<file path="src/rtl/reg_file_sb.sv">
// Multi-port register file with WB write-through bypass and a per-register
// pending-write scoreboard. Define ZERO_REG_EN to hardwire register 0 to zero.

module reg_file_sb_rd_port #(
  parameter int DW     = 16,
  parameter int AW     = 3,
  parameter int PW     = 2,
  parameter int BYPASS = 1
) (
  input  logic [(1<<AW)-1:0][DW-1:0] regs,
  input  logic [(1<<AW)-1:0][PW-1:0] cnt,
  input  logic [AW-1:0]              addr,
  input  logic                       use_op,
  input  logic                       wr_eff,
  input  logic [AW-1:0]              wr_addr,
  input  logic [DW-1:0]              wr_data,
  output logic [DW-1:0]              data,
  output logic                       busy,
  output logic                       hazard
);
  logic fwd;

  assign fwd    = (BYPASS != 0) && wr_eff && (wr_addr == addr);
  assign data   = fwd ? wr_data : regs[addr];
  // The single outstanding write landing this cycle resolves the hazard.
  assign busy   = (cnt[addr] != '0) && !(fwd && (cnt[addr] == PW'(1)));
  assign hazard = use_op && busy;
endmodule

module reg_file_sb #(
  parameter int DW     = 16,
  parameter int AW     = 3,
  parameter int NRD    = 2,
  parameter int BYPASS = 1,
  parameter int PW     = 2
) (
  input  logic              clk,
  input  logic              rst,
  input  logic [NRD*AW-1:0] rd_addr,
  input  logic [NRD-1:0]    rd_use,
  output logic [NRD*DW-1:0] rd_data,
  output logic [NRD-1:0]    rd_busy,
  input  logic              wr_en,
  input  logic [AW-1:0]     wr_addr,
  input  logic [DW-1:0]     wr_data,
  input  logic              iss_en,
  input  logic [AW-1:0]     iss_addr,
  output logic              iss_ack,
  output logic              stall,
  output logic [AW+PW-1:0]  pend_cnt
);
  localparam int DEPTH = 1 << AW;
  localparam int CW    = AW + PW;
  localparam logic [PW-1:0] CMAX = '1;
`ifdef ZERO_REG_EN
  localparam bit ZERO_REG = 1'b1;
`else
  localparam bit ZERO_REG = 1'b0;
`endif

  logic [DEPTH-1:0][DW-1:0] regs;
  logic [DEPTH-1:0][PW-1:0] cnt;
  logic [NRD-1:0]           hazard;
  logic                     wr_eff, iss_cnt, iss_sat, dec_any;

  assign wr_eff  = wr_en && !(ZERO_REG && (wr_addr == '0));
  assign iss_sat = iss_en && (cnt[iss_addr] == CMAX);
  assign stall   = (|hazard) || iss_sat;
  assign iss_ack = iss_en && !stall;
  // An acked issue to the zero register is never counted.
  assign iss_cnt = iss_ack && !(ZERO_REG && (iss_addr == '0));
  assign dec_any = wr_en && (cnt[wr_addr] != '0);

  genvar gi;
  generate
    for (gi = 0; gi < NRD; gi++) begin : g_rd
      reg_file_sb_rd_port #(.DW(DW), .AW(AW), .PW(PW), .BYPASS(BYPASS)) u_rd (
        .regs    (regs),
        .cnt     (cnt),
        .addr    (rd_addr[gi*AW +: AW]),
        .use_op  (rd_use[gi]),
        .wr_eff  (wr_eff),
        .wr_addr (wr_addr),
        .wr_data (wr_data),
        .data    (rd_data[gi*DW +: DW]),
        .busy    (rd_busy[gi]),
        .hazard  (hazard[gi])
      );
    end
  endgenerate

  always_ff @(posedge clk) begin
    if (rst) begin
      regs     <= '0;
      cnt      <= '0;
      pend_cnt <= '0;
    end else begin
      if (wr_eff) regs[wr_addr] <= wr_data;
      for (int r = 0; r < DEPTH; r++) begin
        if (iss_cnt && (iss_addr == AW'(r)) && !(dec_any && (wr_addr == AW'(r))))
          cnt[r] <= cnt[r] + PW'(1);
        else if (dec_any && (wr_addr == AW'(r)) && !(iss_cnt && (iss_addr == AW'(r))))
          cnt[r] <= cnt[r] - PW'(1);
      end
      pend_cnt <= pend_cnt + CW'(iss_cnt) - CW'(dec_any);
    end
  end
endmodule

</file>
<file path="config.mk">
export PLATFORM = sky130hd
export DESIGN_NAME = reg_file_sb
export DESIGN_NICKNAME = d
export VERILOG_FILES = /design/src/rtl/reg_file_sb.sv
export SDC_FILE = /design/constraint.sdc
export NUM_CORES = 1
export LEC_CHECK = 0
export ABC_AREA = 1
export ABC_CLOCK_PERIOD_IN_PS = 4000
export CORE_ASPECT_RATIO = 0.5
export CORE_MARGIN = 1.5
export CORE_UTILIZATION = 55
export CTS_BUF_LIST = sky130_fd_sc_hd__clkbuf_8
export DETAILED_ROUTE_END_ITERATION = 16
export PLACE_DENSITY = 0.74
export SETUP_SLACK_MARGIN = 0.2
export SYNTH_ARGS = -nofsm -noshare
export SYNTH_HDL_FRONTEND = slang
export SYNTH_SLANG_ARGS = --single-unit
</file>
<file path="constraint.sdc">
create_clock -name clk -period 4 [get_ports clk]
set_input_delay 1 -clock clk [delete_from_list [all_inputs] [get_ports clk]]
set_output_delay 1 -clock clk [all_outputs]
set_load 0.05 [all_outputs]
</file>
==> run_1/registers.png <==
Scale bar: 50 um.
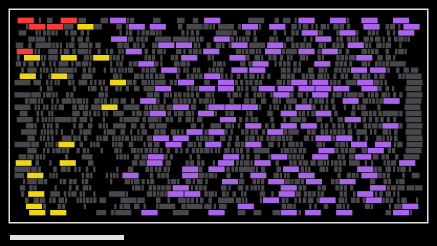
`regs` -> purple  # placed flops 128
`pend_cnt` -> red  # placed flops 5, where upper left
`cnt` -> yellow  # placed flops 16
sequential power: 1.59 mW
final design utilization: 0.675
area occupied by registers: 0.00298 sq mm
sequential share of cell area: 0.283

==> run_1/final_clocks.png <==
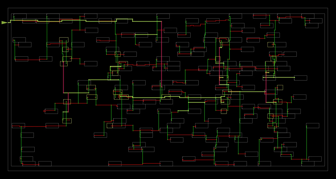
clock buffer count in the final layout: 17
CTS sink cnt: 149
clock network power: 1.15 mW
clock buffer count from CTS: 17

==> run_1/zoom.png <==
Region (122, 8) to (152, 38) um. Cells in gray, sequential cells in the stronger gray; small squares are vias.
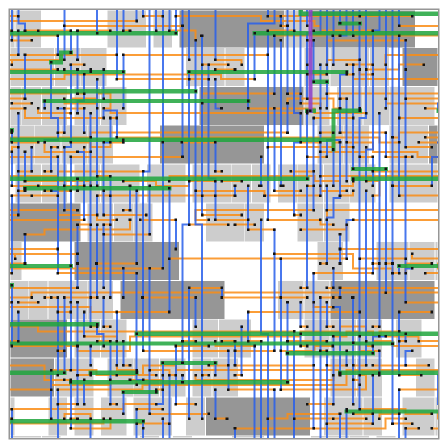
met2 -> blue
met4 -> purple
met1 -> orange
met3 -> green
sequential cells in the window = 10
most frequent = a21oi_1 (18), o21ai_0 (16), nand3_1 (11)
cells with their middle in the window = 91
netlist names of flops here include = `regs` (10)

==> run_1/clock_map.png <==
Scale bar: 50 um.
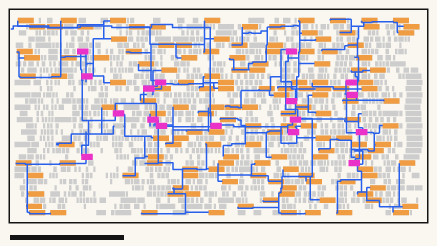
cells driving clock nets -> magenta  # count 17
clock wires -> blue  # length 2050 um
flip-flops -> orange  # count 149
flops lie = widely spread
Clock power frac: 0.290
clock tree skew after final layout: 8.62 ps
Skew-Pair Late Insertion Delay: 460 ps

==> reports/highlights.md, run 1 <==
* finished clean — result of the run
* 106 — pin count of the biggest net entering global routing
* 0.0105 sq mm — Layout Cell Area excl Fill
* 0 — number of setup violations in the final report
* 0 — global-route congestion overflow total
* 9727 — total number of vias
* buffers and inverters — critical path's top delay family
* 6.19 — drt via density
* 0 — hold_buf cts
* input port — Worst Setup Start Kind
* 29700 um — wire length after detailed routing
* 1410 ps — setup slack of the most critical reg-to-reg path
* 0 — Setup Fix Bufs, Post-CTS
* 10 — total stage count of the critical path
* 32 — site row count
* 1322 — number of standard cells after synthesis
* sky130_fd_sc_hd__clkbuf_8 — clock root buffer master
* 0.0102 sq mm — Area after DPL
* 376 mW/mm^2 — Power Density
* cnt[0]$_SDFFE_PP0P_ — Reg-to-Reg Start
* 4.13 nW — Leak Pwr
* 0 — number of enable flip-flop cells
* 0 — number of antenna diodes
* 75 — I/O pin count
* 1370 — nets in the synthesized netlist
* reg2reg — min-delay worst type
* 0.105 — fraction of final layout cells with drive strength greater than 1
* 0.00891 sq mm — combined area of all synthesized cells
* 0 — MUX area fraction
* 1322 — yosys cell count
* 0.298 — AO/OA Area Share
* 25 — worst-path maximum fanout
* 18.2% — Layout Area Growth over Synthesis
* 3720 ps — minimum clock period
* 0 — count of max-cap constraint violations
* 0.587 — met2 track demand over resource in global routing
* output port — crit end category
* 0.0205 — area share of fa/ha/maj cells after synthesis
* 0.00295 — XOR/XNOR Fraction of Synth Area
* 279 ps — crit path setup slack, layout
* 0.0522 — met3 demand-to-capacity share in global routing
* 28 — Tool Warnings
* AND-OR/OR-AND gates — dominant combinational cell family by area after synthesis
* 4 — count of H-tree levels built during CTS
* 1412 — number of fillers in the final layout
* 0.335 — area share of the leading cell type in the synthesized netlist
* 18400 um — DPL Wire Length
* 34.5 ps — pre-CTS worst setup slack
* sky130_fd_sc_hd__nand2_1 — Commonest Layout Cell
* 3.96 mW — Power Total
* 3 — count of cells resized by post-cts repair
* sky130_fd_sc_hd__clkdlybuf4s50_1 — slowest stage cell, crit path
* 93.0 um — height of the chip
* 590 ps — longest individual stage delay on the worst path
* 269 MHz — maximum achievable frequency
* met2 — GRT Max-Usage Layer
* 0 — number of antenna violations at the first check in global routing
* 0 — Post-route DRC
* sky130_fd_sc_hd__nand2_1 (174), sky130_fd_sc_hd__a21oi_1 (158), sky130_fd_sc_hd__dfxtp_1 (149) — highest-count cells in the layout ignoring fill and taps
* 0 — fin. max-slew vios
* rd_data[15] — last element of the critical path
* 47600 um — first-pass GRT wire length
* 0 — number of nets with antenna violations after detailed routing
* 476 ps — Worst Hold Slack
* 3000 ps — CP Data Required Time
* sky130_fd_sc_hd__dfxtp_1 — commonest register cell after synthesis
* regs[72]$_SDFFE_PP0P_ — Worst Hold Endpoint
* 0 — endpoints failing hold
* regs[72]$_SDFFE_PP0P_ — startpoint of the most critical hold path
* 0 — number of warnings issued by yosys
* 0.982 — weighted congestion at the end of routability-driven global placement
* 2 — instance count along the most critical hold path
* clkdlybuf4s50_1 -> inv_2 -> nand2_1 -> nand2_1 -> nor2_2 -> nand2_2 -> buf_12 -> nand3_1 -> o21ai_0 -> buf_12 — crit-path cells
* 4 — total buffers and inverters traversed by the critical path
* 6 — iteration tally of the first detailed-router pass
* 0.335 — share of the yosys chip area belonging to registers
* 0 ps — final total negative setup slack
* 0.000312 V — IR Drop Worst-Case VDD
* 0.0170 sq mm — die area
* 0.480 — met1 usage
* no — setup repair after global routing missed its margin
* 74 — input/output buffers
* 183 um — horizontal extent of the die
* 0.228 — simple logic cell fraction of the synthesized area
* 149 — count of state elements after synthesis
* rd_addr[2] — CP startpoint
* 2720 ps — critical path data arrival time
* sky130_fd_sc_hd__nand2_1 — library cell with the highest instance count after synthesis
* 1402 — layout net count
* pend_cnt[4]$_SDFF_PP0_ — reg2reg end
* 110 ps — post-CTS clock slew at the launch and capture registers of the worst setup and hold paths
* built — clock tree from TritonCTS
==> run 1: worst reg2reg max path, stage by stage (launching register included) <==
cell                       delay [ps]
sky130_fd_sc_hd__dfxtp_1          360
sky130_fd_sc_hd__o21ai_0          220
sky130_fd_sc_hd__o211ai_1         130
sky130_fd_sc_hd__a211oi_1         240
sky130_fd_sc_hd__nor2_2            80
sky130_fd_sc_hd__ha_1             270
sky130_fd_sc_hd__inv_1             50
sky130_fd_sc_hd__ha_1             150
sky130_fd_sc_hd__inv_1             50
sky130_fd_sc_hd__fa_1             390
sky130_fd_sc_hd__o21ai_0          210
sky130_fd_sc_hd__a21oi_1          110
sky130_fd_sc_hd__a21oi_1          130
sky130_fd_sc_hd__o21a_1           140
==> run 1: where the power goes <==
group	internal, mW	switching (mW)
clock	0.456	0.695
combinational	0.469	0.754
sequential	1.55	0.0405
total	2.47	1.49
==> run 1: layer usage <==
metal  part of all wire  vias up
met5                  0        -
met4              0.024        0
met3              0.096       64
met2               0.45      498
met1               0.43     4519
li1                   -     4646
==> run 1: kinds of logic (layout without fill, tap and decap cells) <==
group           count (synthesis)  in the layout
buf+inv                       237            282
compound gates                455            455
xor+xnor                        3              3
fa+ha+maj                      14             14
simple gates                  464            464
flops                         149            149
==> run 1: state kept, by name, indices dropped and copies added, names as in the netlist <==
name / flops
regs: 128
cnt: 16
pend_cnt: 5
==> run 1: layout make-up <==
class | count | area [sq um] | area share
clock buffers | 17 | 234 | 0.0222
flip-flops and latches | 149 | 2980 | 0.283
clock inverters | 15 | 138 | 0.0131
inverters | 122 | 460 | 0.0437
repair buffers | 128 | 1570 | 0.149
well taps | 204 | 255 | 0.0242
multi-input cells | 936 | 4900 | 0.465
==> run_1/drive_strength.png <==
Scale bar: 50 um.
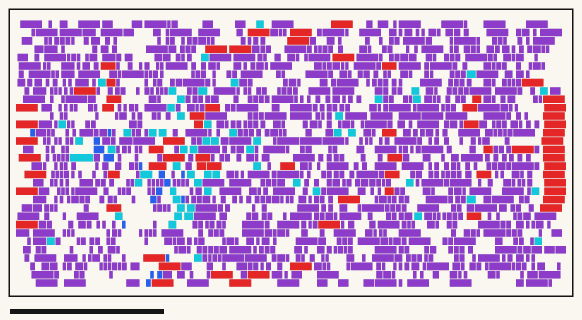

==> run 1 -> run 2 <==
- REMOVE_ABC_BUFFERS: not set -> 1
==> run_2/drive_strength.png <==
Scale bar: 50 um.
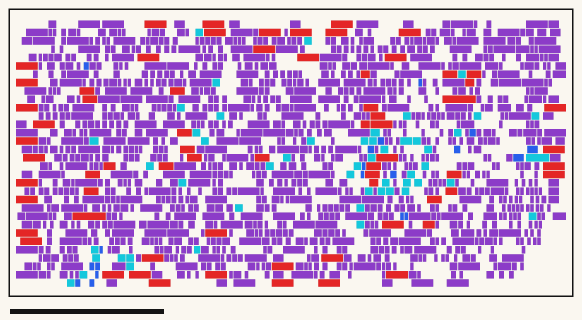
drive 6 and up -> red  # cells 67, share 4.9%
drive 1 or less -> purple  # cells 1223, share 90%
drive 3 to 4 -> cyan  # cells 51, share 3.8%
drive 2 -> blue  # cells 19, share 1.4%
number of non-clock buffers in the layout: 121
crit path setup slack, layout: 271 ps

==> run_2/zoom.png <==
Region (122, 8) to (152, 38) um. Cells in gray, sequential cells in the stronger gray; small squares are vias.
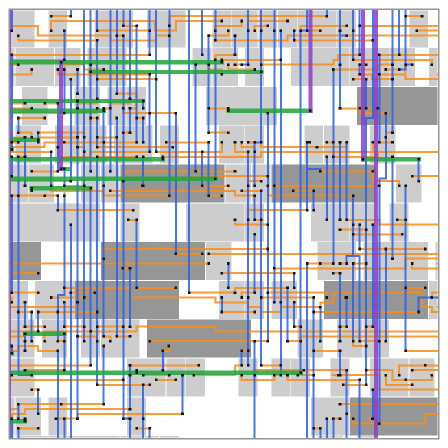
met1 -> orange
met4 -> purple
met3 -> green
met2 -> blue
netlist names of flops here include = `cnt` (4), `regs` (4)
sequential cells in the window = 8
cells with their middle in the window = 86
most frequent = a21oi_1 (12), nand2_1 (12)

==> reports/highlights.md, run 2 <==
* yes — setup repair after global routing missed its margin
* 37.2 ps — pre-CTS worst setup slack
* regs — Biggest register
* 0.101 — fraction of final layout cells with drive strength greater than 1
* 18600 um — DPL Wire Length
* 70 — pin count of the biggest net entering global routing
* buffers and inverters — critical path's top delay family
* 6.12 — drt via density
* 450 ps — Skew-Pair Late Insertion Delay
* 1381 — number of fillers in the final layout
* reg2reg — min-delay worst type
* 0.0170 sq mm — die area
* 0.000262 V — IR Drop Worst-Case VDD
* 0 — global-route congestion overflow total
* 0 — Post-route DRC
* output port — crit end category
* 530 ps — longest individual stage delay on the worst path
* sky130_fd_sc_hd__nand2_1 — library cell with the highest instance count after synthesis
* 90 ps — post-CTS clock slew at the launch and capture registers of the worst setup and hold paths
* 2 — instance count along the most critical hold path
* 74 — input/output buffers
* built — clock tree from TritonCTS
* 3000 ps — CP Data Required Time
* 3730 ps — minimum clock period
* 0 — Setup Fix Bufs, Post-CTS
* 32 — worst-path maximum fanout
* 17 — clock buffer count from CTS
* 0.0101 sq mm — Area after DPL
* 0 — number of antenna violations at the first check in global routing
* finished clean — result of the run
* regs[67]$_SDFFE_PP0P_ — startpoint of the most critical hold path
* 0 — fin. max-slew vios
* regs: 128 flops, cnt: 16 flops, pend_cnt: 5 flops — Regs by FF count
* 149 — CTS sink cnt
* 0 — number of enable flip-flop cells
* 268 MHz — maximum achievable frequency
* 0 — number of antenna diodes
* 0.0744 — met3 demand-to-capacity share in global routing
* 93.0 um — height of the chip
* 3310 um — sum of met3 wire segment lengths after detailed routing
* 4.09 nW — Leak Pwr
* 0 — hold_buf cts
* 4 — total buffers and inverters traversed by the critical path
* sky130_fd_sc_hd__nand2_1 (174), sky130_fd_sc_hd__a21oi_1 (158), sky130_fd_sc_hd__dfxtp_1 (149) — highest-count cells in the layout ignoring fill and taps
* 1395 — layout net count
* 9564 — total number of vias
* 17.7% — Layout Area Growth over Synthesis
* 0.457 — met1 usage
* sky130_fd_sc_hd__clkdlybuf4s50_1 — slowest stage cell, crit path
* 0 — count of max-cap constraint violations
* 45900 um — first-pass GRT wire length
* input port — Worst Setup Start Kind
* 3.66 ps — clock tree skew after final layout
* 29100 um — wire length after detailed routing
* met4 — DR top layer
* 0.00891 sq mm — combined area of all synthesized cells
* 32 — site row count
* 0.0105 sq mm — Layout Cell Area excl Fill
* sky130_fd_sc_hd__dfxtp_1 — commonest register cell after synthesis
* sky130_fd_sc_hd__clkbuf_8 — clock root buffer master
* 383 mW/mm^2 — Power Density
* 0.946 — weighted congestion at the end of routability-driven global placement
* 2730 ps — critical path data arrival time
* 0 — number of nets with antenna violations after detailed routing
* 0 — endpoints failing hold
* met2 — GRT Max-Usage Layer
==> run_2/clock_map.png <==
Scale bar: 50 um.
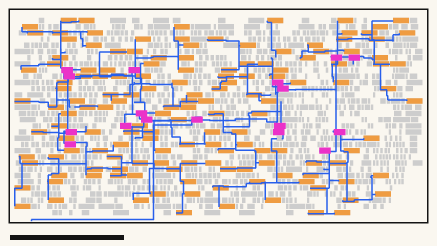
clock wires -> blue  # length 1890 um
flip-flops -> orange  # count 149
cells driving clock nets -> magenta  # count 17
routed clock nets = 18
flops lie = widely spread

## run 2: cell counts after synthesis
No cell type changed its count.
## run 2: final cells by class
| class | count | area [sq um] | area share |
|---|---|---|---|
| multi-input cells | 936 | 4900 | 0.467 |
| flip-flops and latches | 149 | 2980 | 0.284 |
| repair buffers | 121 | 1480 | 0.141 |
| inverters | 122 | 460 | 0.0439 |
| well taps | 204 | 255 | 0.0243 |
| clock buffers | 18 | 248 | 0.0236 |
| clock inverters | 14 | 166 | 0.0159 |
## run 2: how the worst max path moves through the flow
stage,from,end,slack (ps),cells past startpoint
6_report,wr_addr[1],rd_data[12],270,8
5_1_grt,wr_addr[1],iss_ack,190,11
4_1_cts,wr_addr[1],rd_data[6],250,8
3_5_place_dp,wr_addr[0],pend_cnt[4]$_SDFF_PP0_,40,15
3_3_place_gp,wr_addr[2],rd_data[28],40,9
2_1_floorplan,wr_addr[0],pend_cnt[4]$_SDFF_PP0_,-230,14
## run 2: power breakdown
part / internal [mW] / total, mW / switching, mW / leakage [nW]
combinational: 0.449 / 1.19 / 0.739 / 2.67
clock: 0.592 / 1.25 / 0.655 / 0.206
sequential: 1.55 / 1.59 / 0.0388 / 1.21
## run 2: stage by stage
stage | hold WS (ps) | setup TNS [ps] | util
5_1_grt | 491 | 0 | 0.672
6_report | 475 | 0 | 0.672
3_5_place_dp | 461 | 0 | 0.645
3_3_place_gp | 456 | 0 | 0.645
2_1_floorplan | 442 | -227 | -
4_1_cts | 474 | 0 | 0.672
## run 2: logic make-up after synthesis
logic type | synth area share
xor gates and xnor gates | 0.00295
and+or+nand+nor | 0.228
AOI/OAI and AO/OA | 0.298
adders and majority gates | 0.0205
buffers and inverters | 0.116
DFF | 0.335
Power figures rest on the tool's default switching activity, not on a simulated workload.
